**Where the registers sit**

Other sequential cells in the stronger gray, the rest of the logic in the fainter gray.
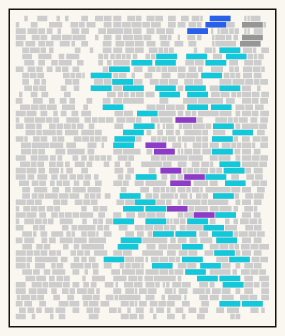
**Supply network**

Pins as bars on the die edge. Tap cells in gray.
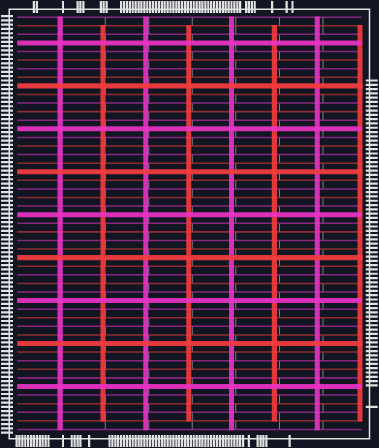
**Track usage over the die**

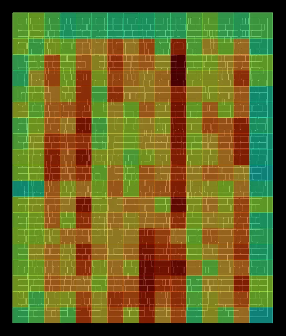
**Cells colored by class**

The bar under the picture is 20 microns long.
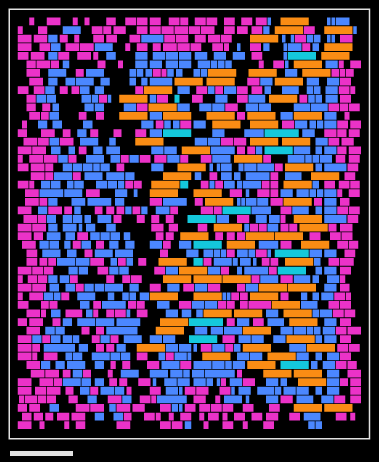
--- config.mk ---
export PLATFORM = sky130hd
export DESIGN_NAME = rvfi_mem_env
export DESIGN_NICKNAME = d
export VERILOG_FILES = /design/src/rtl/rvfi_env_pkg.sv /design/src/rtl/rvfi_stall_limiter.sv /design/src/rtl/rvfi_mem_env.sv
export SDC_FILE = /design/constraint.sdc
export NUM_CORES = 1
export LEC_CHECK = 0
export CORE_ASPECT_RATIO = 1.2
export CORE_MARGIN = 2
export CORE_UTILIZATION = 40
export CTS_BUF_LIST = sky130_fd_sc_hd__clkbuf_4 sky130_fd_sc_hd__clkbuf_8 sky130_fd_sc_hd__clkbuf_16
export CTS_CLUSTER_DIAMETER = 120
export DETAILED_ROUTE_END_ITERATION = 10
export HOLD_SLACK_MARGIN = 0.15
export MAX_ROUTING_LAYER = met4
export PLACE_DENSITY_LB_ADDON = 0.2
export REMOVE_ABC_BUFFERS = 1
export SYNTH_ARGS = -nofsm -noshare
export SYNTH_HDL_FRONTEND = slang
export SYNTH_SLANG_ARGS = --single-unit
--- constraint.sdc ---
create_clock -name clock -period 4.1 [get_ports clock]
set_input_delay 0.82 -clock clock [delete_from_list [all_inputs] [get_ports clock]]
set_output_delay 0.82 -clock clock [all_outputs]
set_load 0.01 [all_outputs]
--- src/rtl/rvfi_env_pkg.sv ---
// Shared helpers for the RVFI formal memory environment: lane merge and
// width helpers used to derive NB and CNT_W inside the modules.
package rvfi_env_pkg;

  function automatic int calc_nb(input int data_w);
    return data_w / 8;
  endfunction

  // A zero-width counter is illegal, so MAX_STALL=0 still reports 1 bit.
  function automatic int calc_cnt_w(input int max_stall);
    return (max_stall < 1) ? 1 : $clog2(max_stall + 1);
  endfunction

  function automatic logic [7:0] merge(input logic [7:0] shadow,
                                       input logic [7:0] rnd,
                                       input logic       bvalid);
    return bvalid ? shadow : rnd;
  endfunction

endpackage

--- src/rtl/rvfi_stall_limiter.sv ---
// Bounds a solver-driven stall request to at most MAX_STALL consecutive
// cycles; stall is forced high and saturation low while in reset.
module rvfi_stall_limiter
  import rvfi_env_pkg::*;
#(
  parameter int MAX_STALL = 4
) (
  input  logic clock,
  input  logic reset_n,
  input  logic stall_rnd,
  output logic stall,
  output logic sat
);

  logic grant;

  generate
    if (MAX_STALL == 0) begin : g_never
      logic unused_clk;
      assign unused_clk = clock;
      assign grant      = 1'b0;
    end else begin : g_cnt
      localparam int CNT_W = calc_cnt_w(MAX_STALL);

      logic [CNT_W-1:0] cnt_q;
      logic [CNT_W-1:0] cnt_d;
      logic             grant_c;

      // NOTE: every signal written here gets a value on every path first,
      // otherwise always_comb would have to hold state and infer a latch.
      always_comb begin
        grant_c = stall_rnd && (cnt_q < CNT_W'(MAX_STALL));
        cnt_d   = grant_c ? cnt_q + CNT_W'(1) : '0;
      end

      // NOTE: state updates use non-blocking assignment so every flop samples
      // its pre-edge inputs regardless of statement or process order.
      always_ff @(posedge clock or negedge reset_n) begin
        if (!reset_n) begin
          cnt_q <= '0;
        end else begin
          cnt_q <= cnt_d;
        end
      end

      assign grant = grant_c;
    end
  endgenerate

  assign stall = !reset_n || grant;
  assign sat   = reset_n && stall_rnd && !grant;

endmodule

--- src/rtl/rvfi_mem_env.sv ---
// Constrained imem/dmem responder: bounded stalls plus a byte-granular shadow
// of solver-chosen word addresses so reads return what the hart last wrote.
module rvfi_mem_env
  import rvfi_env_pkg::*;
#(
  parameter int ADDR_W    = 32,
  parameter int DATA_W    = 32,
  parameter int MAX_STALL = 4,
  parameter int TRACK_N   = 2,
  parameter bit UNIFIED   = 1'b1
) (
  input  logic                        clock,
  input  logic                        reset_n,
  input  logic                        imem_stall_rnd,
  input  logic [DATA_W-1:0]           imem_rdata_rnd,
  input  logic [ADDR_W-1:0]           imem_addr,
  output logic                        imem_stall,
  output logic [DATA_W-1:0]           imem_data,
  input  logic                        dmem_stall_rnd,
  input  logic [DATA_W-1:0]           dmem_rdata_rnd,
  input  logic [ADDR_W-1:0]           dmem_addr,
  input  logic [DATA_W/8-1:0]         dmem_wmask,
  input  logic [DATA_W-1:0]           dmem_wdata,
  output logic                        dmem_stall,
  output logic [DATA_W-1:0]           dmem_rdata,
  input  logic [TRACK_N*ADDR_W-1:0]   track_addr,
  output logic [1:0]                  stall_sat
);

  localparam int NB   = calc_nb(DATA_W);
  localparam int WA_W = ADDR_W - 2;

  logic                            i_sat;
  logic                            d_sat;
  logic                            wr_commit;
  logic [TRACK_N-1:0]              ihit;
  logic [TRACK_N-1:0]              dhit;
  logic [TRACK_N-1:0][DATA_W-1:0]  data_q;
  logic [TRACK_N-1:0][DATA_W-1:0]  data_d;
  logic [TRACK_N-1:0][NB-1:0]      bvalid_q;
  logic [TRACK_N-1:0][NB-1:0]      bvalid_d;
  logic [DATA_W-1:0]               i_sel_data;
  logic [NB-1:0]                   i_sel_valid;
  logic [DATA_W-1:0]               d_sel_data;
  logic [NB-1:0]                   d_sel_valid;
  logic                            unused_bits;

  rvfi_stall_limiter #(.MAX_STALL(MAX_STALL)) u_imem_lim (
    .clock     (clock),
    .reset_n   (reset_n),
    .stall_rnd (imem_stall_rnd),
    .stall     (imem_stall),
    .sat       (i_sat)
  );

  rvfi_stall_limiter #(.MAX_STALL(MAX_STALL)) u_dmem_lim (
    .clock     (clock),
    .reset_n   (reset_n),
    .stall_rnd (dmem_stall_rnd),
    .stall     (dmem_stall),
    .sat       (d_sat)
  );

  assign stall_sat = {d_sat, i_sat};
  assign wr_commit = !dmem_stall && (|dmem_wmask);

  // Address bits [1:0] never take part in matching.
  assign unused_bits = ^{imem_addr, dmem_addr[1:0], track_addr};

  generate
    for (genvar i = 0; i < TRACK_N; i++) begin : g_entry
      logic [WA_W-1:0] tag;
      assign tag     = track_addr[i*ADDR_W+2 +: WA_W];
      assign dhit[i] = (dmem_addr[ADDR_W-1:2] == tag);
      assign ihit[i] = UNIFIED && (imem_addr[ADDR_W-1:2] == tag);

      // Every hitting entry takes the write, keeping duplicate tags coherent.
      for (genvar b = 0; b < NB; b++) begin : g_lane
        logic lane_wr;
        assign lane_wr             = wr_commit && dhit[i] && dmem_wmask[b];
        assign data_d[i][b*8 +: 8] = lane_wr ? dmem_wdata[b*8 +: 8]
                                             : data_q[i][b*8 +: 8];
        assign bvalid_d[i][b]      = bvalid_q[i][b] || lane_wr;
      end
    end
  endgenerate

  // NOTE: the shadow is reset because bvalid must read as empty right after
  // reset; data is cleared alongside it only to keep the store deterministic.
  always_ff @(posedge clock or negedge reset_n) begin
    if (!reset_n) begin
      data_q   <= '0;
      bvalid_q <= '0;
    end else begin
      data_q   <= data_d;
      bvalid_q <= bvalid_d;
    end
  end

  // Walk from the top so the lowest-index hit is the one left selected.
  always_comb begin
    i_sel_data  = '0;
    i_sel_valid = '0;
    d_sel_data  = '0;
    d_sel_valid = '0;
    for (int i = TRACK_N - 1; i >= 0; i--) begin
      if (ihit[i]) begin
        i_sel_data  = data_q[i];
        i_sel_valid = bvalid_q[i];
      end
      if (dhit[i]) begin
        d_sel_data  = data_q[i];
        d_sel_valid = bvalid_q[i];
      end
    end
  end

  generate
    for (genvar b = 0; b < NB; b++) begin : g_out_lane
      assign imem_data[b*8 +: 8]  = merge(i_sel_data[b*8 +: 8],
                                          imem_rdata_rnd[b*8 +: 8],
                                          i_sel_valid[b]);
      assign dmem_rdata[b*8 +: 8] = merge(d_sel_data[b*8 +: 8],
                                          dmem_rdata_rnd[b*8 +: 8],
                                          d_sel_valid[b]);
    end
  endgenerate

endmodule

==> flow_metrics.env <==
# flow metrics
export IMPL_grt_pass1_wl_microns=33500
export IMPL_fin_nets=1190
export IMPL_critPathKind="in -> out"
export IMPL_worst_pin_slew_ns=0.870
export IMPL_root_buffer="clkbuf_16"
export IMPL_slew_headroom=0.420
export IMPL_cts_tree="done"
export IMPL_synth_top_cell_area_share=0.338
export IMPL_antenna_cells=0
export IMPL_ant_nets=0
export IMPL_dp_hpwl_microns=17600
export IMPL_io_buffers=291
export IMPL_grt_pass1_vias=6489
export IMPL_gr_total_overflow=0
export IMPL_path_clk_slew_ns=0.06
export IMPL_p_total_mw=2.30
export IMPL_hold_buffers=0
export IMPL_avgSynthCellArea_sq_um=11.2
export IMPL_yosysWarnings=0
export IMPL_peakVddDrop_uv=246
export IMPL_place_ws_ns=-0.618
export IMPL_edf_count=0
export IMPL_slew_viol_final=0
export IMPL_status="complete, no violations"
export IMPL_drv_cap=0
export IMPL_ys_flops=78
export IMPL_area_leaders="dfrtp_1 (34%), o221a_2 (11%), xnor2_1 (9.4%), mux2_2 (9.4%), xor2_1 (8.8%)"
export IMPL_syn_cell_area_sq_mm=0.00577
export IMPL_warning_count=36
export IMPL_coreArea_sq_mm=0.0142
export IMPL_power_density_mw_per_mm2=213
export IMPL_crit_fanout=7
export IMPL_cts_sinks=78
export IMPL_final_cell_mix="buf_4 (131), clkdlybuf4s50_1 (120), dfrtp_1 (78)"
export IMPL_first_pass_iters=4
export IMPL_clock_latency_late_pin_ns=0.34
export IMPL_cp_slowest_cell="clkdlybuf4s50_1"
export IMPL_cpMostUsedCell="buf_4"
## Picture notes: 'where the registers sit'
- `bvalid_q`: purple (flops 8)
- `data_q`: cyan (flops 64)
- `u_imem_lim.g_cnt.cnt_q`: blue (flops 3)
- not colored: 3

## Picture notes: 'supply network'
- VSS: magenta
- VDD: red
- rows: 48
- tap cells: 175

## Picture notes: 'track usage over the die'
GR peak layer: met2
Total Routing Usage GR: 0.291
met2 Use GR: 0.548
GRT met1 Usage: 0.306
post-layout util: 0.759

## Picture notes: 'cells colored by class'
- all other logic: blue (cells 429; share of their area 40%)
- flip-flops: orange (cells 78; share of their area 18%)
- clock drivers and dummy loads: cyan (cells 15; share of their area 3.2%)
- other buffers and delay cells: magenta (cells 438; share of their area 38%)

what timing repair did:
item,in CTS,in global routing
setup endpoints to repair,64,61
pin swaps,32,37
gates resized,235,227
buffers inserted,28,13
gates cloned,1,0
routing by layer:
metal  share of wire  vias up
li1                -     2798
met1            0.36     2961
met2            0.55      276
met3           0.061       44
met4           0.027        0
met5               0        -
power by group:
| part | internal, mW | switching, mW |
|---|---|---|
| clock network | 0.591 | 0.320 |
| registers | 0.775 | 0.00202 |
| logic | 0.366 | 0.246 |
| total | 1.73 | 0.569 |
cells by family (layout without fill, tap and decap cells):
group	count (synthesis)	count (layout)	synth area share
xor gates and xnor gates	120	120	0.182
adders and majority gates	2	2	0.00434
DFF	78	78	0.338
and+or+nand+nor	145	146	0.157
AOI/OAI and AO/OA	80	80	0.156
buffers and inverters	28	470	0.0260
muxes	64	64	0.135
layout make-up:
cell class / instances / area, sq um
well taps: 175 / 219
fillers: 967 / 3430
clock buffers: 9 / 225
repair buffers: 438 / 4020
inverters: 17 / 63.8
multi-input cells: 412 / 4210
flip-flops and latches: 78 / 1950
clock inverters: 6 / 111
worst paths after layout:
| kind | slack, ns | cells after the start | start | end |
|---|---|---|---|---|
| min in group clock | 0.43 | 1 | u_dmem_lim.g_cnt.cnt_q[0] | u_dmem_lim.g_cnt.cnt_q[0] |
| hold reg to reg | 0.43 | 1 | u_dmem_lim.g_cnt.cnt_q[0] | u_dmem_lim.g_cnt.cnt_q[0] |
| max in group asynchronous | 2.70 | 2 | reset_n | data_q[55] |
| setup / recovery | 0.05 | 13 | imem_addr[25] | imem_data[24] |
| setup reg to reg | 2.44 | 5 | u_dmem_lim.g_cnt.cnt_q[2] | data_q[40] |
| hold / removal | 0.31 | 1 | reset_n | data_q[47] |
Power is estimated from default activity; no workload was simulated.
